### src/rtl/mult_div_if.sv
// Operand/start/result bundle between the CPU datapath and the signed multiply/divide unit.
// The CPU side drives start and operands; the unit returns HI/LO and status.
interface mult_div_if;
  logic        start_mult;
  logic        start_div;
  logic [31:0] a;
  logic [31:0] b;
  logic [31:0] hi_out;
  logic [31:0] lo_out;
  logic        busy;
  logic        done;
  logic        div_zero;

  modport master (
    output start_mult, start_div, a, b,
    input  hi_out, lo_out, busy, done, div_zero
  );

  modport slave (
    input  start_mult, start_div, a, b,
    output hi_out, lo_out, busy, done, div_zero
  );
endinterface

### src/rtl/mult_div.sv
// Iterative signed 32x32 multiply (radix-2 Booth) and 32/32 divide (restoring on magnitudes).
// One bit per cycle, results land in HI/LO on the edge entering DONE.
module mult_div (
  input  logic         clk,
  input  logic         reset,
  mult_div_if.slave    bus
);

  typedef enum logic [1:0] {
    IDLE = 2'd0,
    MULT = 2'd1,
    DIV  = 2'd2,
    DONE = 2'd3
  } state_t;

  // Booth step on {A, Q, q-1}; A is widened to 33 bits so A - (-2^31) cannot overflow.
  function automatic logic [64:0] booth_step(input logic [64:0] acc, input logic [31:0] m);
    logic [32:0] ax;
    logic [32:0] mx;
    logic [32:0] sum;
    ax = {acc[64], acc[64:33]};
    mx = {m[31], m};
    case (acc[1:0])
      2'b01:   sum = ax + mx;
      2'b10:   sum = ax - mx;
      default: sum = ax;
    endcase
    return {sum, acc[32:1]};
  endfunction

  // Restoring step on {remainder, dividend/quotient}; divisor magnitude is at most 2^31.
  function automatic logic [63:0] div_step(input logic [63:0] rq, input logic [31:0] d);
    logic [32:0] sh;
    logic [33:0] diff;
    sh   = {rq[63:32], rq[31]};
    diff = {1'b0, sh} - {2'b00, d};
    if (diff[33]) begin
      return {sh[31:0], rq[30:0], 1'b0};
    end else begin
      return {diff[31:0], rq[30:0], 1'b1};
    end
  endfunction

  function automatic logic [31:0] abs32(input logic [31:0] x);
    if (x[31]) begin
      return 32'd0 - x;
    end else begin
      return x;
    end
  endfunction

  state_t      state_r;
  logic [5:0]  count_r;
  logic [64:0] acc_r;
  logic [63:0] rq_r;
  logic [31:0] opnd_r;
  logic        neg_q_r;
  logic        neg_r_r;
  logic [31:0] hi_r;
  logic [31:0] lo_r;
  logic        busy_r;
  logic        done_r;
  logic        div_zero_r;

  logic [64:0] mult_nxt_s;
  logic [63:0] div_nxt_s;
  logic [31:0] quo_fix_s;
  logic [31:0] rem_fix_s;

  // Next iteration values and the signed fix-up applied on the final divide step.
  always_comb begin
    mult_nxt_s = booth_step(acc_r, opnd_r);
    div_nxt_s  = div_step(rq_r, opnd_r);
    quo_fix_s  = div_nxt_s[31:0];
    rem_fix_s  = div_nxt_s[63:32];
    if (neg_q_r) begin
      quo_fix_s = 32'd0 - div_nxt_s[31:0];
    end else begin
      quo_fix_s = div_nxt_s[31:0];
    end
    if (neg_r_r) begin
      rem_fix_s = 32'd0 - div_nxt_s[63:32];
    end else begin
      rem_fix_s = div_nxt_s[63:32];
    end
  end

  // Control FSM with datapath registers and registered status outputs.
  always_ff @(posedge clk or negedge reset) begin
    if (!reset) begin
      state_r    <= IDLE;
      count_r    <= 6'd0;
      acc_r      <= 65'd0;
      rq_r       <= 64'd0;
      opnd_r     <= 32'd0;
      neg_q_r    <= 1'b0;
      neg_r_r    <= 1'b0;
      hi_r       <= 32'd0;
      lo_r       <= 32'd0;
      busy_r     <= 1'b0;
      done_r     <= 1'b0;
      div_zero_r <= 1'b0;
    end else begin
      done_r     <= 1'b0;
      div_zero_r <= 1'b0;
      case (state_r)
        IDLE: begin
          if (bus.start_mult) begin
            acc_r   <= {32'd0, bus.b, 1'b0};
            opnd_r  <= bus.a;
            count_r <= 6'd0;
            busy_r  <= 1'b1;
            state_r <= MULT;
          end else if (bus.start_div) begin
            if (bus.b != 32'd0) begin
              rq_r    <= {32'd0, abs32(bus.a)};
              opnd_r  <= abs32(bus.b);
              neg_q_r <= bus.a[31] ^ bus.b[31];
              neg_r_r <= bus.a[31];
              count_r <= 6'd0;
              busy_r  <= 1'b1;
              state_r <= DIV;
            end else begin
              done_r     <= 1'b1;
              div_zero_r <= 1'b1;
              state_r    <= DONE;
            end
          end else begin
            state_r <= IDLE;
          end
        end
        MULT: begin
          acc_r <= mult_nxt_s;
          if (count_r == 6'd31) begin
            hi_r    <= mult_nxt_s[64:33];
            lo_r    <= mult_nxt_s[32:1];
            busy_r  <= 1'b0;
            done_r  <= 1'b1;
            state_r <= DONE;
          end else begin
            count_r <= count_r + 6'd1;
          end
        end
        DIV: begin
          rq_r <= div_nxt_s;
          if (count_r == 6'd31) begin
            hi_r    <= rem_fix_s;
            lo_r    <= quo_fix_s;
            busy_r  <= 1'b0;
            done_r  <= 1'b1;
            state_r <= DONE;
          end else begin
            count_r <= count_r + 6'd1;
          end
        end
        DONE: begin
          busy_r  <= 1'b0;
          state_r <= IDLE;
        end
        default: begin
          busy_r  <= 1'b0;
          state_r <= IDLE;
        end
      endcase
    end
  end

  assign bus.hi_out   = hi_r;
  assign bus.lo_out   = lo_r;
  assign bus.busy     = busy_r;
  assign bus.done     = done_r;
  assign bus.div_zero = div_zero_r;

endmodule

### src/flat_wrapper.sv
// flat-port wrapper written by rule: the top's interface ports become plain ports
module mult_div_flat 
  (clk, reset, bus_start_mult, bus_start_div, bus_a, bus_b, bus_hi_out, bus_lo_out, bus_busy, bus_done, bus_div_zero);
  mult_div_if bus_i ();
  input  logic clk;
  input  logic reset;
  input wire logic [$bits(bus_i.start_mult)-1:0] bus_start_mult;
  input wire logic [$bits(bus_i.start_div)-1:0] bus_start_div;
  input wire logic [$bits(bus_i.a)-1:0] bus_a;
  input wire logic [$bits(bus_i.b)-1:0] bus_b;
  output wire logic [$bits(bus_i.hi_out)-1:0] bus_hi_out;
  output wire logic [$bits(bus_i.lo_out)-1:0] bus_lo_out;
  output wire logic [$bits(bus_i.busy)-1:0] bus_busy;
  output wire logic [$bits(bus_i.done)-1:0] bus_done;
  output wire logic [$bits(bus_i.div_zero)-1:0] bus_div_zero;
  assign bus_i.start_mult = bus_start_mult;
  assign bus_i.start_div = bus_start_div;
  assign bus_i.a = bus_a;
  assign bus_i.b = bus_b;
  assign bus_hi_out = bus_i.hi_out;
  assign bus_lo_out = bus_i.lo_out;
  assign bus_busy = bus_i.busy;
  assign bus_done = bus_i.done;
  assign bus_div_zero = bus_i.div_zero;
  mult_div u_core (.clk(clk), .reset(reset), .bus(bus_i));
endmodule
### config.mk
export PLATFORM = sky130hd
export DESIGN_NAME = mult_div_flat
export DESIGN_NICKNAME = d
export VERILOG_FILES = /design/src/rtl/mult_div_if.sv /design/src/rtl/mult_div.sv /design/src/flat_wrapper.sv
export SDC_FILE = /design/constraint.sdc
export NUM_CORES = 1
export LEC_CHECK = 0
export CORE_MARGIN = 1
export CORE_UTILIZATION = 50
export DETAILED_ROUTE_END_ITERATION = 10
export PLACE_DENSITY = 0.7
export SLEW_MARGIN = 20
export SYNTH_ARGS = -nofsm -noshare
export SYNTH_HDL_FRONTEND = slang
export SYNTH_SLANG_ARGS = --single-unit
### constraint.sdc
create_clock -name clk -period 5.43 [get_ports clk]
set_input_delay 1.086 -clock clk [delete_from_list [all_inputs] [get_ports clk]]
set_output_delay 1.086 -clock clk [all_outputs]
set_load 0.005 [all_outputs]
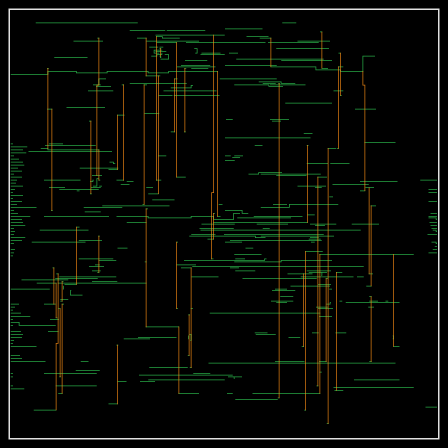
*Routed metal, one colour a layer, run 1*
Two of the layers only.
Key: orange = M4 [wire length 2100 µm]; green = M3 [wire length 3580 µm]

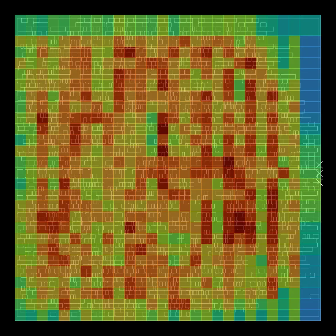
*Track usage over the die, run 1*
total routing resource utilization after global routing: 0.316
final standard cell utilization of the core: 0.587
met1 track demand over resource: 0.437

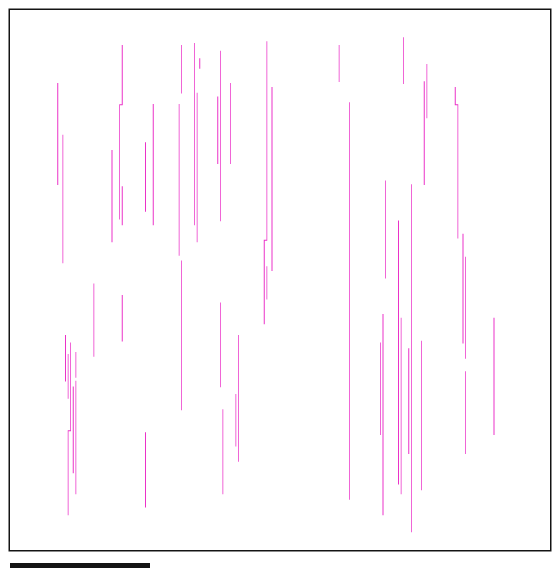
*M4 wires, run 1*
Bar = 50 µm.
40 nets have wire on it. The longest straight run is 141 µm.
wirelength, routed: 57.7 mm
total via count in the routed design: 17100

==> impl_table.tex, run 1 <==
% Synthesis and place-and-route results
\begin{tabular}{lr}
\hline
Metric & Value \\
\hline
\multicolumn{2}{l}{\textbf{CTS}} \\
Clock insertion delay at the later pin of the skew report & 0.59 ns \\
Depth of the CTS H-tree & 1 \\
\multicolumn{2}{l}{\textbf{Route}} \\
Met3 WL & 3.58 mm \\
DRC Markers & 6 \\
\multicolumn{2}{l}{\textbf{Layout}} \\
Most area-hungry cell class in the final design & combinational gates \\
Share of final-layout standard cells stronger than drive strength 1 & 0.0663 \\
Sequential cell count of the final layout & 238 \\
\multicolumn{2}{l}{\textbf{Setup path}} \\
Category of the most critical setup path & register to register \\
Endpoint kind of the worst setup timing path & register \\
Critical path's top delay family & AND-OR/OR-AND gates \\
\multicolumn{2}{l}{\textbf{Floorplan}} \\
Die boundary width & 192 µm \\
Area inside the core boundary & 35700 µm² \\
\multicolumn{2}{l}{\textbf{Outcome}} \\
Status & finished with violations \\
Violated checks & DRC \\
\multicolumn{2}{l}{\textbf{Yosys}} \\
Fraction of synthesized area in multiplexers & 0.0513 \\
Top cells by area, synth & sky130\_fd\_sc\_hd\_\_dfrtp\_1 (33\%), sky130\_fd\_sc\_hd\_\_o21ai\_0 (7.4\%), sky130\_fd\_sc\_hd\_\_nand2\_1 (6.4\%) \\
Share of the synthesized area in the top cell type & 0.328 \\
\multicolumn{2}{l}{\textbf{Pwr}} \\
Relative contribution of the clock network to total power & 0.149 \\
Leakage power figure & 0.00914 µW \\
\multicolumn{2}{l}{\textbf{Timing}} \\
Clock skew after layout & 0.0151 ns \\
\hline
\end{tabular}
[run 1: cells by family (layout without fill, tap and decap cells)]
group,after synthesis,after routing
compound gates,740,740
simple gates,688,688
buf+inv,199,311
mux,91,91
fa+ha+maj,77,77
flops,238,238
xor+xnor,194,194
[run 1: layer usage]
layer,vias to the layer above,track usage
met1,8197,0.437
met3,115,0.0449
met2,605,0.505
li1,8154,-
met4,0,0.108
met5,-,0
[run 1: per-stage QoR]
step	power, µW	hold slack, ns	setup WS, ns	utilization	std cells
2_1_floorplan	8380	0.450	0.192	-	2227
5_1_grt	14000	0.493	0.00128	0.587	2800
3_5_place_dp	11000	0.466	0.167	0.561	2747
3_3_place_gp	10800	0.461	0.220	0.561	2747
6_report	13000	0.479	0.158	0.587	2800
4_1_cts	13000	0.484	0.226	0.587	2800
[run 1: state kept, by name, indices dropped and copies added, names as in the netlist, 2 cells and up]
name	flops
u_core.acc_r	65
u_core.count_r	6
u_core.rq_r	64
u_core.opnd_r	32
u_core.bus.hi_out	32
u_core.state_r	2
u_core.bus.lo_out	32
[run 1: power groups by stage]
stage | Sequential (µW) | Combinational [µW] | Clock, µW
after floorplan | 2920 | 5460 | 0
after global placement | 3080 | 7720 | 0
after detailed placement | 3100 | 7870 | 0
after CTS | 3080 | 7910 | 1970
after global routing | 3180 | 8800 | 2030
final | 3090 | 7970 | 1940
[run 1: tightest hold or removal path: stages, from the launching register on]
cell                      delay, ns
sky130_fd_sc_hd__dfrtp_1       0.34
sky130_fd_sc_hd__nand2_1       0.04
sky130_fd_sc_hd__o21ai_0       0.06
[run 1: repair_timing]
item | 4_1_cts | 5_1_grt
endpoints found under the setup margin | 0 | 5
resized | 0 | 3
buffers inserted | 0 | 0
--- run 2 (diff from run 1) ---
Settings changed: TNS_END_PERCENT set to 100.
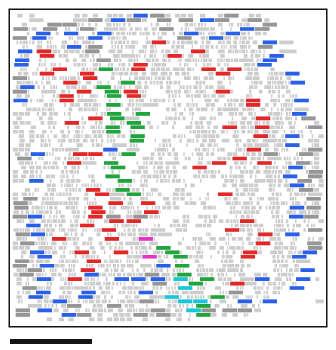
*Register map, names as in the netlist, run 2*
Bar = 50 µm. Other sequential cells in the stronger grey, the rest of the logic in the fainter grey.
Key: red = `u_core.rq_r` [placed flops 64]; green = `u_core.opnd_r` [placed flops 32]; cyan = `u_core.count_r` [placed flops 6, where bottom centre]; magenta = `u_core.state_r` [placed flops 2]; blue = `u_core.acc_r` [placed flops 65, where spread over the die]
Another 69 sequential cells are not coloured.

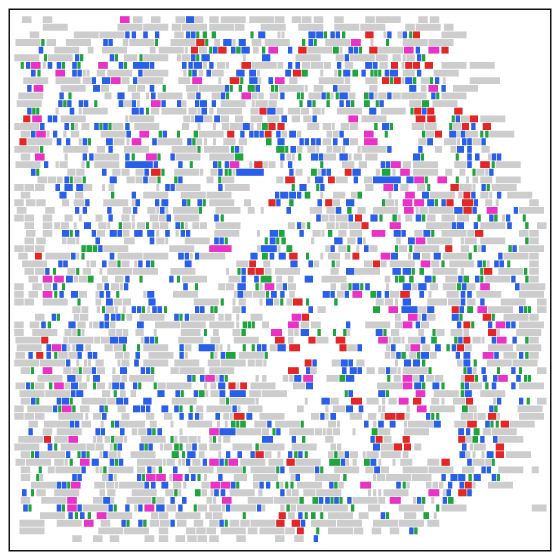
*Gate-type map, run 2*
Key: red = non-inverting ao/oa cells [cells 105]; green = nand cells [cells 374, where spread over the die]; blue = aoi and oai cells [cells 635, where spread over the die]; magenta = mux cells [cells 91, where spread over the die]
post-route insts no fill: 2800
dominant logic cell type in the layout: sky130_fd_sc_hd__nand2_1

==> run 2 against run 1 <==
The flow still finishes with violations (DRC). Synthesized area did not move. Sequential power hardly changed. Critical path depth unchanged. Total power did not move. Global-route usage is the same. Sequential share of layout area stayed put. Cell area stayed put. Critical endpoint unchanged. Combinational power about the same. Final cell count is the same. Largest cell class unchanged. Register-to-register slack hardly changed.
==> impl_table.tex, run 2 <==
% Synthesis and place-and-route results
\begin{tabular}{lr}
\hline
Metric & Value \\
\hline
\multicolumn{2}{l}{\textbf{Layout}} \\
Most flops, register & u\_core.acc\_r \\
Share of final-layout standard cells stronger than drive strength 1 & 0.0663 (unchanged) \\
Max FFs per register & 65 (unchanged) \\
Final non-filler cell area & 20900 µm² \\
Final standard cell utilization of the core & 0.587 (unchanged) \\
Fill count & 3238 \\
Leading registers by flop count & u\_core.acc\_r x65, u\_core.rq\_r x64 \\
\multicolumn{2}{l}{\textbf{Yosys}} \\
Mean instance size in the synthesized netlist & 8.15 µm² \\
Top cells by area, synth & sky130\_fd\_sc\_hd\_\_dfrtp\_1 (33\%), sky130\_fd\_sc\_hd\_\_o21ai\_0 (7.4\%), sky130\_fd\_sc\_hd\_\_nand2\_1 (6.4\%) \\
Share of the synthesized area in the top cell type & 0.328 (unchanged) \\
Top cell type by total area after synthesis & sky130\_fd\_sc\_hd\_\_dfrtp\_1 \\
YS chip area & 18100 µm² \\
Count of instantiated cells in the yosys netlist & 2227 \\
Register share after synthesis & 0.328 \\
\multicolumn{2}{l}{\textbf{Route}} \\
Total via count in the routed design & 17100 (unchanged) \\
DRC Markers & 6 (unchanged) \\
Length of routed wiring on met1 & 25.6 mm \\
Met3 WL & 3.58 mm (unchanged) \\
Wirelength, routed & 57.7 mm (unchanged) \\
\multicolumn{2}{l}{\textbf{GRT}} \\
Global Route met3 Usage & 0.0449 (unchanged) \\
Met1 track demand over resource & 0.437 (unchanged) \\
Gr busiest metal & met2 \\
Maximum number of pins on one net before global-route repair & 115 \\
Total routing resource utilization after global routing & 0.316 (unchanged) \\
GR met2 Demand/Resource & 0.505 (unchanged) \\
\multicolumn{2}{l}{\textbf{Timing}} \\
Final setup fails & 0 \\
Final TNS setup & 0 ns \\
Clock skew after layout & 0.0151 ns (unchanged) \\
Post-layout period usage & 0.971 \\
Final Worst Setup Slack & 0.158 ns (unchanged) \\
\multicolumn{2}{l}{\textbf{Setup path}} \\
Endpoint kind of the worst setup timing path & register \\
Worst-case register-to-register setup slack & 0.16 ns \\
Worst R2R End & u\_core.bus.lo\_out[26] \\
Critical Path Fanout Max & 7 \\
Category of the most critical setup path & register to register \\
\multicolumn{2}{l}{\textbf{CTS}} \\
Clock insertion delay at the later pin of the skew report & 0.59 ns (about the same) \\
Depth of the CTS H-tree & 1 (unchanged) \\
Buffers inserted by post-CTS timing repair & 0 (unchanged) \\
Post-CTS Resized & 0 (unchanged) \\
\multicolumn{2}{l}{\textbf{Pwr}} \\
Post-route total power & 13000 µW (unchanged) \\
Leakage power figure & 0.00914 µW (unchanged) \\
\multicolumn{2}{l}{\textbf{Outcome}} \\
Status & finished with violations \\
Violated checks & DRC \\
\multicolumn{2}{l}{\textbf{Floorplan}} \\
Area inside the core boundary & 35700 µm² (unchanged) \\
Die boundary width & 192 µm (unchanged) \\
\multicolumn{2}{l}{\textbf{Placed design}} \\
Placed Instance Area & 20000 µm² \\
Pre-CTS setup slack & 0.167 ns (unchanged) \\
Post-placement cell count & 2747 (unchanged) \\
\multicolumn{2}{l}{\textbf{Job}} \\
Count of warning messages emitted by the tools & 31 \\
\hline
\end{tabular}
==> run 2: cell counts after synthesis <==
Identical to the previous run, type by type.
==> run 2: cell families (layout without fill, tap and decap cells) <==
group	Yosys count	after routing
mux	91	91
buf+inv	199	311
flops	238	238
fa+ha+maj	77	77
xor+xnor	194	194
simple gates	688	688
compound gates	740	740
==> run 2: layout make-up <==
cell class | instances | area share
clock buffers | 45 | 0.0404
well taps | 461 | 0.0275
multi-input cells | 1790 | 0.547
flip-flops and latches | 238 | 0.284
inverters | 71 | 0.0127
clock inverters | 8 | 0.00406
repair buffers | 187 | 0.0842
==> run 2: critical path: stages (launching register included) <==
cell,delay (ns)
sky130_fd_sc_hd__dfrtp_1,0.39
sky130_fd_sc_hd__inv_1,0.11
sky130_fd_sc_hd__ha_1,0.41
sky130_fd_sc_hd__a2111o_1,0.57
sky130_fd_sc_hd__o2111a_1,0.32
sky130_fd_sc_hd__o31a_1,0.33
sky130_fd_sc_hd__o21ai_4,0.18
sky130_fd_sc_hd__nand2_4,0.08
sky130_fd_sc_hd__inv_1,0.19
sky130_fd_sc_hd__ha_1,0.22
sky130_fd_sc_hd__nand2b_1,0.13
sky130_fd_sc_hd__or3_1,0.41
sky130_fd_sc_hd__or3_1,0.50
sky130_fd_sc_hd__or4_4,0.55
sky130_fd_sc_hd__o41ai_1,0.31
sky130_fd_sc_hd__xor2_1,0.18
sky130_fd_sc_hd__nor2_1,0.05
sky130_fd_sc_hd__a21oi_1,0.15
sky130_fd_sc_hd__o21ai_1,0.07
==> run 2: power by group <==
part           switching [µW]  total, µW  internal (µW)
Sequential                648       3090           2450
Clock                     824       1940           1120
Combinational            4840       7970           3130
Total                    6310      13000           6690
Power and IR drop assume default switching activity.
